==> src/rtl/instr_fetch_unit.sv <==
// Program sequencer feeding CPU_4bit: writable program memory, PC stepping,
// NOP bubbles when idle/stalled/halted, HALT detection, free-run or single-step.
module instr_fetch_unit #(
  parameter int         AW      = 4,
  parameter logic [2:0] HALT_OP = 3'b011
) (
  input  logic          CLK,
  input  logic          RST,
  input  logic          prog_we,
  input  logic [AW-1:0] prog_addr,
  input  logic [8:0]    prog_data,
  input  logic          start,
  input  logic          step_mode,
  input  logic          step,
  output logic [8:0]    Instruction,
  output logic [AW-1:0] pc,
  output logic          running,
  output logic          halted,
  output logic [7:0]    instr_count
);

  localparam int         DEPTH = 2**AW;
  localparam logic [8:0] NOP   = 9'b0;

  typedef enum logic [1:0] {S_IDLE, S_RUN, S_HALT} state_t;

  state_t        state_q, state_d;
  logic [AW-1:0] pc_q, pc_d;
  logic [7:0]    cnt_q, cnt_d;
  logic [8:0]    instr_q, instr_d;
  logic [8:0]    mem_q [DEPTH];
  logic [8:0]    word;
  logic          issue;

  // Program memory is never reset; writes are only accepted outside RUN.
  always_ff @(posedge CLK) begin
    if (prog_we && state_q != S_RUN) mem_q[prog_addr] <= prog_data;
  end

  assign word  = mem_q[pc_q];
  assign issue = !step_mode || step;

  always_comb begin
    state_d = state_q;
    pc_d    = pc_q;
    cnt_d   = cnt_q;
    instr_d = NOP;
    case (state_q)
      S_RUN: begin
        if (issue) begin
          if (word[8:6] == HALT_OP) begin
            state_d = S_HALT;
          end else begin
            instr_d = word;
            pc_d    = pc_q + AW'(1);
            cnt_d   = (cnt_q == 8'hFF) ? cnt_q : cnt_q + 8'd1;
          end
        end
      end
      default: begin
        if (start) begin
          state_d = S_RUN;
          pc_d    = '0;
          cnt_d   = '0;
        end
      end
    endcase
  end

  always_ff @(posedge CLK) begin
    if (RST) begin
      state_q <= S_IDLE;
      pc_q    <= '0;
      cnt_q   <= '0;
      instr_q <= NOP;
    end else begin
      state_q <= state_d;
      pc_q    <= pc_d;
      cnt_q   <= cnt_d;
      instr_q <= instr_d;
    end
  end

  assign Instruction = instr_q;
  assign pc          = pc_q;
  assign running     = (state_q == S_RUN);
  assign halted      = (state_q == S_HALT);
  assign instr_count = cnt_q;

endmodule

==> config.mk <==
export PLATFORM = sky130hd
export DESIGN_NAME = instr_fetch_unit
export DESIGN_NICKNAME = d
export VERILOG_FILES = /design/src/rtl/instr_fetch_unit.sv
export SDC_FILE = /design/constraint.sdc
export NUM_CORES = 1
export LEC_CHECK = 0
export CAP_MARGIN = 10
export CORE_MARGIN = 3
export CORE_UTILIZATION = 53
export CTS_CLUSTER_SIZE = 8
export DETAILED_ROUTE_END_ITERATION = 6
export GPL_TIMING_DRIVEN = 0
export HOLD_SLACK_MARGIN = 0.02
export PLACE_DENSITY = 0.74
export SYNTH_ARGS = -nofsm -noshare
export SYNTH_HDL_FRONTEND = slang
export SYNTH_SLANG_ARGS = --single-unit
==> constraint.sdc <==
create_clock -name CLK -period 2.8 [get_ports CLK]
set_clock_uncertainty 0.2 [all_clocks]
set_input_delay 0.56 -clock CLK [delete_from_list [all_inputs] [get_ports CLK]]
set_output_delay 0.56 -clock CLK [all_outputs]
set_load 0.02 [all_outputs]
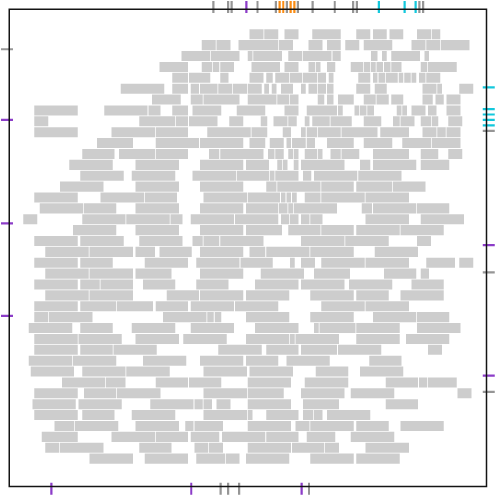
run_1/pins.png
Scale: 4 px per µm. Pins as bars across the die edge, other pins in gray.
[orange] prog_addr | pins: 4 | direction: input | edge: north
[purple] prog_data | pins: 9 | direction: input | edge: 3 south, 3 west, 2 east, 1 north
[cyan] instr_count | pins: 8 | direction: output | edge: 5 east, 3 north
all pins by edge: 21 north, 10 east, 7 south, 4 west

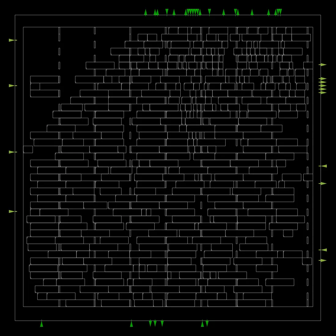
run_1/final_placement.png
Well Taps: 168
fillcell total: 807
flip-flops: 171
final non-filler cell total: 595
area of the core region: 12300 µm²

==> out/metrics.csv, run 1 <==
stage;metric;value;unit
timing;finalCriticalPeriod;2.84;ns
setup_path;worst_ep_arrival_time;2.68;ns
global_route;grt_util_met3;3.75;%
timing;hold_viol_final;0;
die;core_util_floorplan;55.1;%
timing;final.setup.worst_slack;-0.0370;ns
timing;unrepaired_setup_endpoints_after_global_routing;yes;
power;power.density_cell_area;677;nW/µm²
yosys;ys_seq_elements;171;
setup_path;regToRegEndpoint;mem_q[4][3];
min_path;worstHoldPathCells;2;
yosys;synth.cellmix.compoundShare;5.77;%
setup_path;worst_r2r_path_depth;5;
run_status;violations;setup timing;
yosys;yosys.cell_types.count;46;
final_layout;fin_area;8100;µm²
yosys;synth_stat.cells;349;
yosys;synth.cells.most_frequent;edfxtp_1 (144), mux4_2 (43), dfxtp_1 (27);
yosys;ys_warn_count;0;
clock_tree;clock.latency.late_pin;0.42;ns
setup_path;timing.critical_path.required;2.65;ns
yosys;avg_inst_size_synth;19.4;µm²
final_layout;fin_nets;435;
global_route;maximum_number_of_pins_on_one_net_before_global_route_repair;17;
yosys;synth-xor-area-share;0;%
clock_tree;post_cts_resize_count;6;
setup_path;path_delay_family;simple AND/OR/NAND/NOR gates;
clock_tree;cts_root_buffer;clkbuf_16;
route;met3_length;867;µm
power;power.switching;0.00113;W
global_route;vias_in_the_first_global_route;3654;
flow_run;max_cap_violations;0;
route;routed_via_density;6.08;
setup_path;timing.critical_path.to_type;flip-flop;
die;chip_area;14100;µm²
clock_tree;cts_post_setup_buffers_inserted;0;
setup_path;timing.critical_path.slowest_cell_delay;0.75;ns
route;num_vias;3617;
flow_run;warning_count;27;
yosys;postSynth.topFlopCell;edfxtp_1;
final_layout;layout-drive-gt1-share;25.5;%
yosys;synth.cell_area;6760;µm²
final_layout;mostFrequentLayoutCell;edfxtp_1;
placed_design;hpwl;8610;µm
global_route;grtUsageTotal;21.0;%
clock_tree;cts.sink_count;171;
route;drtAntennaViolNets;0;
route;detail_route.iter0.violations;435;
setup_path;path_cells;nand2b_1 > clkbuf_1 > inv_2 > or4b_2 > nor2_2;
global_route;grt_most_used_layer;met2;
power;largestPowerGroup;registers;
yosys;synth.area.top_cells;edfxtp_1 (64%), mux4_2 (14%), dfxtp_1 (8.0%);
clock_tree;cts_tree;yes;
power;irDropWorstVdd;605;µV
timing;setup-violations-final;9;
power;clockPowerShare;43.4;%
yosys;synth-edff-count;144;
power;power_in_sequential_cells;0.00280;W
die;number_of_top_level_pins;42;
power;swShare;20.7;%
min_path;worstHoldEndpoint;instr_count[7];
setup_path;start_kind;flip-flop;
route;drt_wl_total;13900;µm
yosys;ys_area;6760;µm²
setup_path;r2r_start;state_q[1];
setup_path;timing.critical_path.fanout_max;9;
run_status;status;finished with violations;
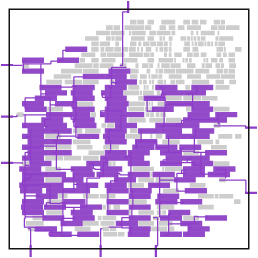
run_1/port_nets.png
Scale: 2 px per µm.
[purple] prog_data | bits: 9 | direction: input | end cells: 144 | buffers: 9 | wire: 1300 µm

==> run 1: cell families (layout without fill, tap and decap cells) <==
logic type      Yosys count  in the layout
mux                      45             45
fa+ha+maj                 2              2
compound gates           40             40
flops                   171            171
simple gates             73             73
buf+inv                  18             96
==> run 1: layout make-up <==
| class | count | area [µm²] |
|---|---|---|
| Fill cell | 807 | 4170 |
| Multi-Input combinational cell | 160 | 1820 |
| Clock inverter | 11 | 133 |
| Sequential cell | 171 | 4860 |
| Timing Repair Buffer | 47 | 470 |
| Inverter | 3 | 11.3 |
| Tap cell | 168 | 210 |
| Buffer | 14 | 103 |
| Clock buffer | 21 | 480 |
==> run 1: stage by stage <==
step / power, W / hold slack [ns] / instances / utilization, %
4_1_cts: 0.00551 / 0.288 / 594 / 65.9
2_1_floorplan: 0.00303 / 0.294 / 349 / -
3_5_place_dp: 0.00315 / 0.278 / 562 / 60.7
3_3_place_gp: 0.00314 / 0.283 / 558 / 60.2
5_1_grt: 0.00566 / 0.317 / 595 / 66.0
6_report: 0.00548 / 0.290 / 595 / 66.0
==> run 1: worst max path at each step <==
stage	slack, ns	start	depth (start not counted)	to
3_5_place_dp	-0.49	prog_addr[1]	3	mem_q[4][1]
2_1_floorplan	0.07	state_q[1]	5	mem_q[0][0]
6_report	-0.04	state_q[1]	5	mem_q[4][3]
4_1_cts	0.01	flip-flop	7	Instruction[6]
5_1_grt	-0.12	state_q[1]	5	mem_q[4][3]
3_3_place_gp	-1.16	prog_addr[1]	3	mem_q[0][0]
==> run 1: state kept, by name (all words and copies together), names as in the netlist, named ones only <==
signal / flops
Instruction: 9
instr_count: 8
mem_q: 144
pc: 4
state_q: 2
==> run 1: tightest hold or removal path, cell delays in order, from the launching register on <==
cell	delay (ns)
dfxtp_1	0.34
nand2_1	0.06
o21ai_1	0.05
==> run 1 -> run 2 <==
--- a/config.mk
+++ b/config.mk
@@ -7,12 +7,12 @@
 export LEC_CHECK = 0
 export CAP_MARGIN = 10
 export CORE_MARGIN = 3
-export CORE_UTILIZATION = 53
+export CORE_UTILIZATION = 45
 export CTS_CLUSTER_SIZE = 8
 export DETAILED_ROUTE_END_ITERATION = 6
 export GPL_TIMING_DRIVEN = 0
 export HOLD_SLACK_MARGIN = 0.02
-export PLACE_DENSITY = 0.74
+export PLACE_DENSITY = 0.65
 export SYNTH_ARGS = -nofsm -noshare
 export SYNTH_HDL_FRONTEND = slang
 export SYNTH_SLANG_ARGS = --single-unit
==> out/metrics.csv, run 2 <==
stage;metric;value;unit
final_layout;layout-drive-gt1-share;26.2;%
global_route;grt_most_used_layer;met2;
yosys;syn_inst;349;
placed_design;quantity_of_i_o_buffers_inserted_on_ports;41;
route;met3_length;592;µm
timing;setup-violations-final;0;
power;intPower;0.00437;W
setup_path;regToRegEndpoint;pc[3];
route;met2_wirelength;6640;µm
route;first_pass_iters;5;
power;seqPwrFrac;50.2;%
route;detail_route.iter0.violations;305;
power;comb_power_share;5.5;%
placed_design;routabilityCongestion;0.756;
timing;finalHoldWorstSlack;0.312;ns
placed_design;hpwl;8930;µm
min_path;worstHoldPathCells;2;
timing;finalCriticalPeriod;2.71;ns
power;total_power;0.00557;W
yosys;asyncSetResetFlopFracSynth;0;%
yosys;synth_stat.cells;349;
die;chip_area;16500;µm²
global_route;antenna_found_initial;0;
yosys;avg_inst_size_synth;19.4;µm²
power;irDropWorstVdd;494;µV
timing;timing.setup.tns;0;ns
global_route;maximum_number_of_pins_on_one_net_before_global_route_repair;18;
yosys;synth.cells.most_frequent;edfxtp_1 (144), mux4_2 (43), dfxtp_1 (27);
final_layout;diodes;0;
yosys;postSynth.topFlopCell;edfxtp_1;
setup_path;crit_type;flip-flop to flip-flop;
flow_run;max_cap_violations;0;
final_layout;postLayoutCoreUtil;55.7;%
yosys;top_area_share;64.0;%
final_layout;finish.cell_count_without_fillers;611;
timing;hold_viol_final;0;
setup_path;timing.critical_path.fanout_max;9;
yosys;yosys.cell_types.count;46;
min_path;worst_hold_path_type;flip-flop to flip-flop;
final_layout;comb_area;1840;µm²
die;die.size.x;129;µm
min_path;worstHoldEndpoint;instr_count[6];
final_layout;mostFrequentLayoutCell;edfxtp_1;
yosys;ys_area;6760;µm²
placed_design;placedInstanceArea;7470;µm²
flow_run;warning_count;28;
route;maxUsedRoutingLayer;met4;
power;swShare;21.6;%
die;core_util_floorplan;46.2;%
min_path;min_from;instr_count[6];
setup_path;timing.reg2reg.setup_slack;0.09;ns
die;number_of_top_level_pins;42;
setup_path;timing.critical_path.required;2.91;ns
yosys;yosys.stat.seqShare;71.9;%
timing;final_max_tran_viols;0;
route;drtAntennaViolNets;0;
clock_tree;cts_root_buffer;clkbuf_16;
setup_path;worstSetupEndpoint;pc[3];
final_layout;regMostFlops;mem_q;
setup_path;timing.critical_path.to_type;flip-flop;
timing;fraction_of_the_cycle_the_final_worst_path_needs;96.9;%
setup_path;start_kind;flip-flop;
timing;unrepaired_setup_endpoints_after_global_routing;yes;
yosys;synth-edff-count;144;
route;routed_via_density;5.84;
timing;fmaxAchievable;369;MHz
clock_tree;max-clock-path-buffers;2;
global_route;grtUsageTotal;17.8;%
route;num_vias;3570;
run_status;status;complete, no violations;
setup_path;worst_r2r_path_depth;7;
placed_design;placed_cells_incl_taps;578;
route;drt_wl_total;13700;µm
yosys;synth.area.top_cells;edfxtp_1 (64%), mux4_2 (14%), dfxtp_1 (8.0%);
timing;timing.slew.headroom;23.1;%
power;power.density_cell_area;683;nW/µm²
yosys;ys_warn_count;0;
final_layout;area_growth;20.7;%
yosys;synth.cell_area;6760;µm²
final_layout;fin_nets;435;
yosys;ys_seq_elements;171;
route;drc_violation_count_after_routing;0;
global_route;global_routing_usage_on_met1;25.8;%
clock_tree;cts.sink_count;171;
yosys;postSynthNetCount;370;
clock_tree;cts_tree;yes;
route;wl_met1;6220;µm
global_route;grt_util_met3;3.78;%
route;detail_route.wl_per_cell;22.4;µm
timing;final.setup.worst_slack;0.0864;ns
power;clockPowerShare;44.3;%
power;power.leakage;2.56;nW
timing;worst_slew_pin_slew;1.15;ns
global_route;grt_first_pass_wirelength;21000;µm
final_layout;largest_register_ffs;144;
final_layout;layout.area.seq;4870;µm²
final_layout;layout_top_cells;edfxtp_1 (144), mux4_2 (43), clkdlybuf4s50_1 (41), dfxtp_1 (26);
clock_tree;clock.latency.late_pin;0.42;ns
clock_tree;clkTransAtPathRegs;0.07;ns
global_route;globalRoute.totalOverflow;0;
power;power.switching;0.00121;W
global_route;vias_in_the_first_global_route;3479;
yosys;yosys.cell_count.top_type;edfxtp_1;
setup_path;worst_ep_arrival_time;2.82;ns
die;die_height;129;µm
placed_design;place_worst_setup_slack;-0.570;ns
yosys;netlist.top_cell.by_area;edfxtp_1;
global_route;met2_usage;26.9;%
clock_tree;htreeDepth;4;
clock_tree;tritoncts.num_buffers;17;
final_layout;fin_area;8160;µm²
## run 2: cell types whose count changed in the layout (fill, tap and decap cells not counted), moves of 2 or more
cell	change
clkinv_8	+2
buf_8	+2
clkbuf_8	-4
nor2_2	-3
buf_6	-2
inv_8	+2
nor2_4	+3
## run 2: area by class of cell
cell class / instances / area share [%]
flip-flops and latches: 171 / 59.6
multi-input cells: 160 / 22.6
repair buffers: 46 / 5.67
clock buffers: 17 / 5.21
well taps: 184 / 2.82
clock inverters: 15 / 2.58
plain buffers: 15 / 1.41
inverters: 3 / 0.138
## run 2: kinds of logic after synthesis
logic type / Yosys count / synth area share, %
flip-flops: 171 / 71.9
AND/OR/NAND/NOR: 73 / 5.66
buffers and inverters: 18 / 1.59
AND-OR/OR-AND: 40 / 5.77
multiplexers: 45 / 14.7
adder cells (fa/ha/maj): 2 / 0.370
## run 2: power by group through the flow
| stage | Sequential [W] | Combinational, W | Clock [W] |
|---|---|---|---|
| 5_1_grt | 0.00280 | 0.000329 | 0.00262 |
| 2_1_floorplan | 0.00286 | 0.000171 | 0 |
| 3_5_place_dp | 0.00285 | 0.000301 | 0 |
| 3_3_place_gp | 0.00285 | 0.000292 | 0 |
| 4_1_cts | 0.00280 | 0.000304 | 0.00251 |
| 6_report | 0.00280 | 0.000305 | 0.00247 |
## run 2: timing repair
item	CTS	global route
pin swaps	0	4
endpoints found under the setup margin	34	39
hold buffers	0	0
setup buffers	0	1
cloned	0	0
gates resized	6	13
## run 2: worst max-delay path, stage by stage, from the launching register on
cell and delay (ns):
dfxtp_1 0.34, buf_8 0.16, mux4_2 0.53, mux4_2 0.54, a21bo_4 0.21, buf_8 0.13
o31ai_4 0.11, a221o_1 0.38
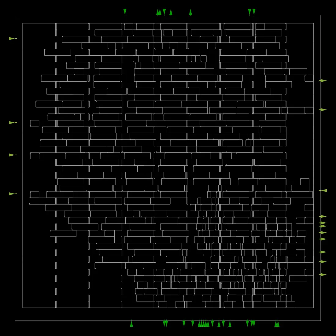
run_2/final_placement.png
cell row count: 44
Well Taps: 184
fillcell total: 1136
Seq/total area: 59.6%
area of the core region: 14600 µm²

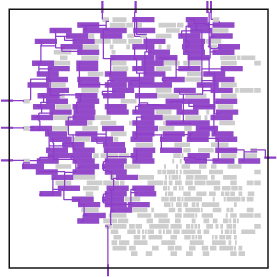
run_2/port_nets.png
Scale: 2 px per µm.
[purple] prog_data | bits: 9 | direction: input | end cells: 144 | buffers: 9 | wire: 1300 µm

Power figures rest on the tool's default switching activity, not on a simulated workload.
